File: src/rtl/multicycle_ctrl.sv
// Multi-cycle RV32 control FSM: FETCH/DECODE/EXEC/MEM/WB sequencing over req/ack memories,
// with run/halt, memory timeouts, an error state and cycle/instret counters.
module multicycle_ctrl #(
  parameter int unsigned XLEN        = 32,
  parameter int unsigned MEM_TIMEOUT = 255
) (
  input  logic            clk,
  input  logic            rst,
  input  logic            run,
  input  logic            err_clr,
  input  logic [6:0]      opcode,
  input  logic            zero,
  output logic            imem_req,
  input  logic            imem_ack,
  output logic            dmem_req,
  output logic            dmem_we,
  input  logic            dmem_ack,
  output logic            ir_write,
  output logic            pc_write,
  output logic            pc_src,
  output logic            alu_src_b,
  output logic [1:0]      aluop,
  output logic            reg_write,
  output logic            mem2reg,
  output logic [2:0]      state,
  output logic [1:0]      err_code,
  output logic [XLEN-1:0] cycle_cnt,
  output logic [XLEN-1:0] instret_cnt
);

  typedef enum logic [2:0] {
    S_IDLE   = 3'd0,
    S_FETCH  = 3'd1,
    S_DECODE = 3'd2,
    S_EXEC   = 3'd3,
    S_MEM    = 3'd4,
    S_WB     = 3'd5,
    S_ERR    = 3'd7
  } state_e;

  typedef enum logic [2:0] {
    C_R, C_I, C_LOAD, C_STORE, C_BRANCH
  } cls_e;

  localparam logic [15:0] TMO_LAST = 16'(MEM_TIMEOUT - 1);

  state_e            state_q, state_d;
  cls_e              cls_q, cls_d;
  logic [1:0]        err_q, err_d;
  logic [15:0]       tmo_q, tmo_d;
  logic [XLEN-1:0]   cyc_q, cyc_d;
  logic [XLEN-1:0]   inst_q, inst_d;
  logic              retire;
  logic              dec_legal;
  cls_e              dec_cls;

  always_comb begin
    dec_legal = 1'b1;
    dec_cls   = C_R;
    case (opcode)
      7'b0110011: dec_cls = C_R;
      7'b0010011: dec_cls = C_I;
      7'b0000011: dec_cls = C_LOAD;
      7'b0100011: dec_cls = C_STORE;
      7'b1100011: dec_cls = C_BRANCH;
      default:    dec_legal = 1'b0;
    endcase
  end

  // Timeout counter defaults to zero so it is cleared on every entry to FETCH/MEM.
  always_comb begin
    state_d = state_q;
    cls_d   = cls_q;
    err_d   = err_q;
    tmo_d   = '0;
    cyc_d   = cyc_q;
    inst_d  = inst_q;
    retire  = 1'b0;
    case (state_q)
      S_IDLE: if (run) state_d = S_FETCH;
      S_FETCH: begin
        if (imem_ack) begin
          state_d = S_DECODE;
        end else if (tmo_q == TMO_LAST) begin
          state_d = S_ERR;
          err_d   = 2'd1;
        end else begin
          tmo_d = tmo_q + 16'd1;
        end
      end
      S_DECODE: begin
        if (dec_legal) begin
          cls_d   = dec_cls;
          state_d = S_EXEC;
        end else begin
          state_d = S_ERR;
          err_d   = 2'd2;
        end
      end
      S_EXEC: begin
        case (cls_q)
          C_BRANCH:    retire  = 1'b1;
          C_R, C_I:    state_d = S_WB;
          default:     state_d = S_MEM;
        endcase
      end
      S_MEM: begin
        if (dmem_ack) begin
          if (cls_q == C_STORE) retire = 1'b1;
          else                  state_d = S_WB;
        end else if (tmo_q == TMO_LAST) begin
          state_d = S_ERR;
          err_d   = 2'd3;
        end else begin
          tmo_d = tmo_q + 16'd1;
        end
      end
      S_WB: retire = 1'b1;
      S_ERR: begin
        if (err_clr) begin
          state_d = S_IDLE;
          err_d   = 2'd0;
        end
      end
      default: state_d = S_IDLE;
    endcase
    if (retire) begin
      inst_d  = inst_q + 1'b1;
      state_d = run ? S_FETCH : S_IDLE;
    end
    if (state_q != S_IDLE && state_q != S_ERR) cyc_d = cyc_q + 1'b1;
  end

  always_ff @(posedge clk or negedge rst) begin
    if (!rst) begin
      state_q <= S_IDLE;
      cls_q   <= C_R;
      err_q   <= '0;
      tmo_q   <= '0;
      cyc_q   <= '0;
      inst_q  <= '0;
    end else begin
      state_q <= state_d;
      cls_q   <= cls_d;
      err_q   <= err_d;
      tmo_q   <= tmo_d;
      cyc_q   <= cyc_d;
      inst_q  <= inst_d;
    end
  end

  // Fetch strobes follow imem_ack combinationally so a zero-wait fetch takes one cycle.
  always_comb begin
    imem_req  = 1'b0;
    dmem_req  = 1'b0;
    dmem_we   = 1'b0;
    ir_write  = 1'b0;
    pc_write  = 1'b0;
    pc_src    = 1'b0;
    alu_src_b = 1'b0;
    aluop     = 2'b00;
    reg_write = 1'b0;
    mem2reg   = 1'b0;
    case (state_q)
      S_FETCH: begin
        imem_req = 1'b1;
        ir_write = imem_ack;
        pc_write = imem_ack;
      end
      S_EXEC: begin
        case (cls_q)
          C_R:      aluop = 2'b10;
          C_I: begin
            aluop     = 2'b10;
            alu_src_b = 1'b1;
          end
          C_BRANCH: begin
            aluop    = 2'b01;
            pc_write = zero;
            pc_src   = 1'b1;
          end
          default: begin
            aluop     = 2'b00;
            alu_src_b = 1'b1;
          end
        endcase
      end
      S_MEM: begin
        dmem_req = 1'b1;
        dmem_we  = (cls_q == C_STORE);
      end
      S_WB: begin
        reg_write = 1'b1;
        mem2reg   = (cls_q == C_LOAD);
      end
      default: ;
    endcase
  end

  assign state       = state_q;
  assign err_code    = err_q;
  assign cycle_cnt   = cyc_q;
  assign instret_cnt = inst_q;

endmodule
File: config.mk
export PLATFORM = sky130hd
export DESIGN_NAME = multicycle_ctrl
export DESIGN_NICKNAME = d
export VERILOG_FILES = /design/src/rtl/multicycle_ctrl.sv
export SDC_FILE = /design/constraint.sdc
export NUM_CORES = 1
export LEC_CHECK = 0
export ABC_AREA = 1
export CORE_UTILIZATION = 45
export CTS_CLUSTER_SIZE = 20
export DETAILED_ROUTE_END_ITERATION = 10
export PLACE_DENSITY = 0.78
export SETUP_SLACK_MARGIN = 0.3
export SKIP_CTS_REPAIR_TIMING = 1
export SLEW_MARGIN = 20
export SYNTH_ARGS = -nofsm -noshare
export SYNTH_HDL_FRONTEND = slang
export SYNTH_SLANG_ARGS = --single-unit
File: constraint.sdc
create_clock -name clk -period 3.3 [get_ports clk]
set_input_delay 0.33 -clock clk [delete_from_list [all_inputs] [get_ports clk]]
set_output_delay 0.33 -clock clk [all_outputs]
set_load 0.02 [all_outputs]
==> GITHUB_STEP_SUMMARY <==
### Flow metrics

| Metric | Value |
|---|---|
| Hold Violations, Final | 0 |
| Largest area class, layout | multi-input combinational cells |
| Cell mode on critical path | nand2_1 |
| CP Cell Sequence | nand2_1, nor2_1, nand2_1, inv_1, nand2_1, nand2_1, clkdlybuf4s50_1 |
| Reg2reg start | state[0] |
| Xor/xnor share | 6.05% |
| Post-Layout Cell Count | 1,058 |
| Post-Synth Simple-Gate Area | 43.6% |
| R2R cell count | 8 |
| First-pass GRT wire length | 23,200 um |
| Synth cell types | 29 |
| Clock group | 1.03 mW |
| Flop area | 2200 sq um |
| Setup WS pre-CTS | 955 ps |
| Final non-clock buffer share | 13.9% |
| Post-route ant nets | 0 |
| Worst-case vdd ir drop | 347 uV |
| Design area | 6850 sq um |
| P_int | 2.22 mW |
| Status | finished, final reports clean |
| CTS tree | built |
| Seq/Total Area, Yosys | 40.0% |
| Vias | 5,326 |
| Vias/cell | 5.03 |
| Clk cell area share | 4.33% |
| Worst Hold Slack | 27.2 ps |
| Ports | 94 |
| Layout net count | 925 |
| Mapped Cells | 810 |
| DR iter-0 viols | 308 |
| CP arrival | 2110 ps |
| Min-Delay Path Class | input port to async pin |
| CP Data Required Time | 2970 ps |
| Sw power | 1.31 mW |
| Drt drc | 0 |
| Comb/total area | 42.5% |
| Slew @ Worst Pin | 718 ps |
| Pre-Place Util | 46.0% |
| Seq. pwr | 1.35 mW |
| Total wire length | 13,700 um |
| Post-synthesis register bit count | 88 |
| Synthesized net count | 828 |
| Worst path bufs/invs | 2 |
| TritonCTS buffer count | 9 |
| Vert. Die Dim | 113 um |
| Unrepaired setup endpoints after global routing | false |
| Max stage delay on crit path | 600 ps |
| Setup WS post-layout | 859 ps |
| Synth warn | 0 |
| Vias in the first global route | 4,959 |
| Post-Syn Area | 5500 sq um |
| Final estimated routing congestion in global placement | 0.930 |
| Flop share of the area | 32.1% |
| Switching share of total power | 37.2% |
| Clock Latency Late Sink | 350 ps |
| Comb pwr | 1.16 mW |
| Core area | 12,000 sq um |
| And-or/or-and share of the synthesized area | 2.43% |
| Clock-pin slew on the worst setup and hold paths | 60 ps |
| Most instantiated logic cell after routing | nand2_1 |
| Combinational gate count | 631 |
| Buffers excl. clock | 96 |
| Yosys adder share | 0.910% |
| First-pass iteration count of the detailed router | 5 |
| Inserted Diodes | 0 |
| Tcrit/Tclk final | 74.0% |
| Final HPWL DP | 10,400 um |
| Critical path launch point | state[0] |
| FP Rows | 40 |
| Setup TNS | 0 ps |
| Largest net degree at the start of global routing | 57 |
==> flip-flops by register name, summed over array words and instances, names as in the netlist <==
| name | cells |
|---|---|
| cls_q | 3 |
| cycle_cnt | 32 |
| tmo_q | 16 |
| state | 3 |
| err_code | 2 |
| instret_cnt | 32 |
==> per-layer routing <==
layer  share of wire [%]  track usage [%]  vias up
met3                 5.6             4.05       36
met1                  46             30.6     2408
met4                 3.5             12.0        0
li1                    -                -     2720
met5                   0                0        -
met2                  45             35.6      162
==> synth_stat cells, drive strengths merged <==
cell type and instances:
nor4 2, xor2 18, o21ai 14, inv 81, nand3 30, ha 4
nand2 325, nand4 19, nor2 147, nor3b 2, a21oi 5, o22ai 2
xnor2 20, nor3 17, dfrtp 88, buf 10, o21bai 2, nand3b 23
a21boi 1
Fig. 1: clock distribution
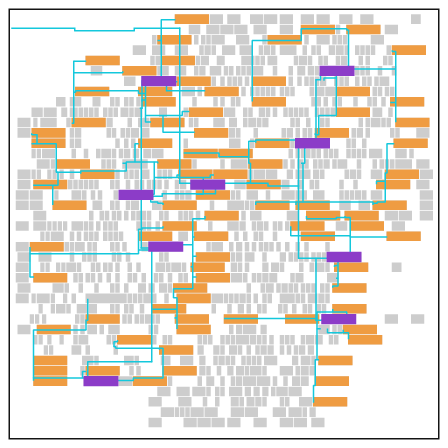
legend:
  clock-net drivers:
    color: purple
    count: 9
  clock wires:
    color: cyan
    length: 1,160 um
  flip-flops:
    color: orange
    count: 88
routed clock nets: 10

Fig. 2: cell sizes after repair
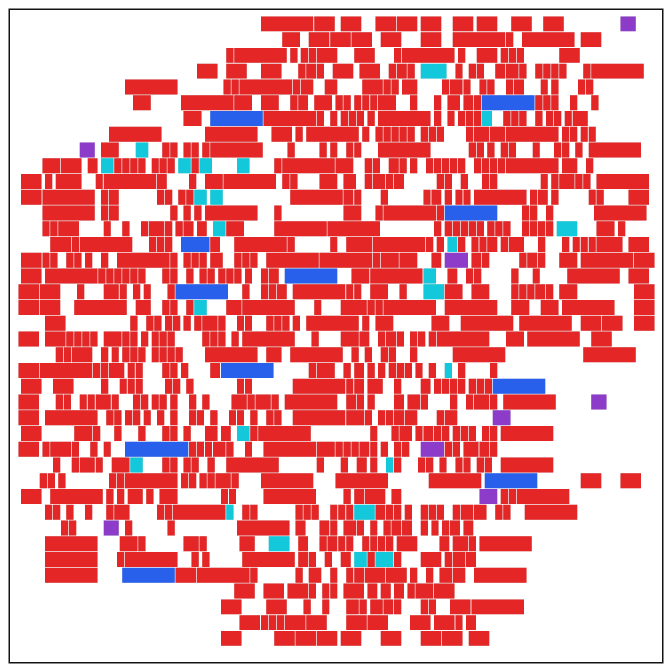
legend:
  x2:
    color: cyan
    cells: 24
    share: 2.6%
  x6 and larger:
    color: blue
    cells: 11
    share: 1.2%
  x1 and smaller:
    color: red
    cells: 868
    share: 95%
  x3 and x4:
    color: purple
    cells: 8
    share: 0.88%

No activity file was given, so power comes from the tool's default toggle rates.
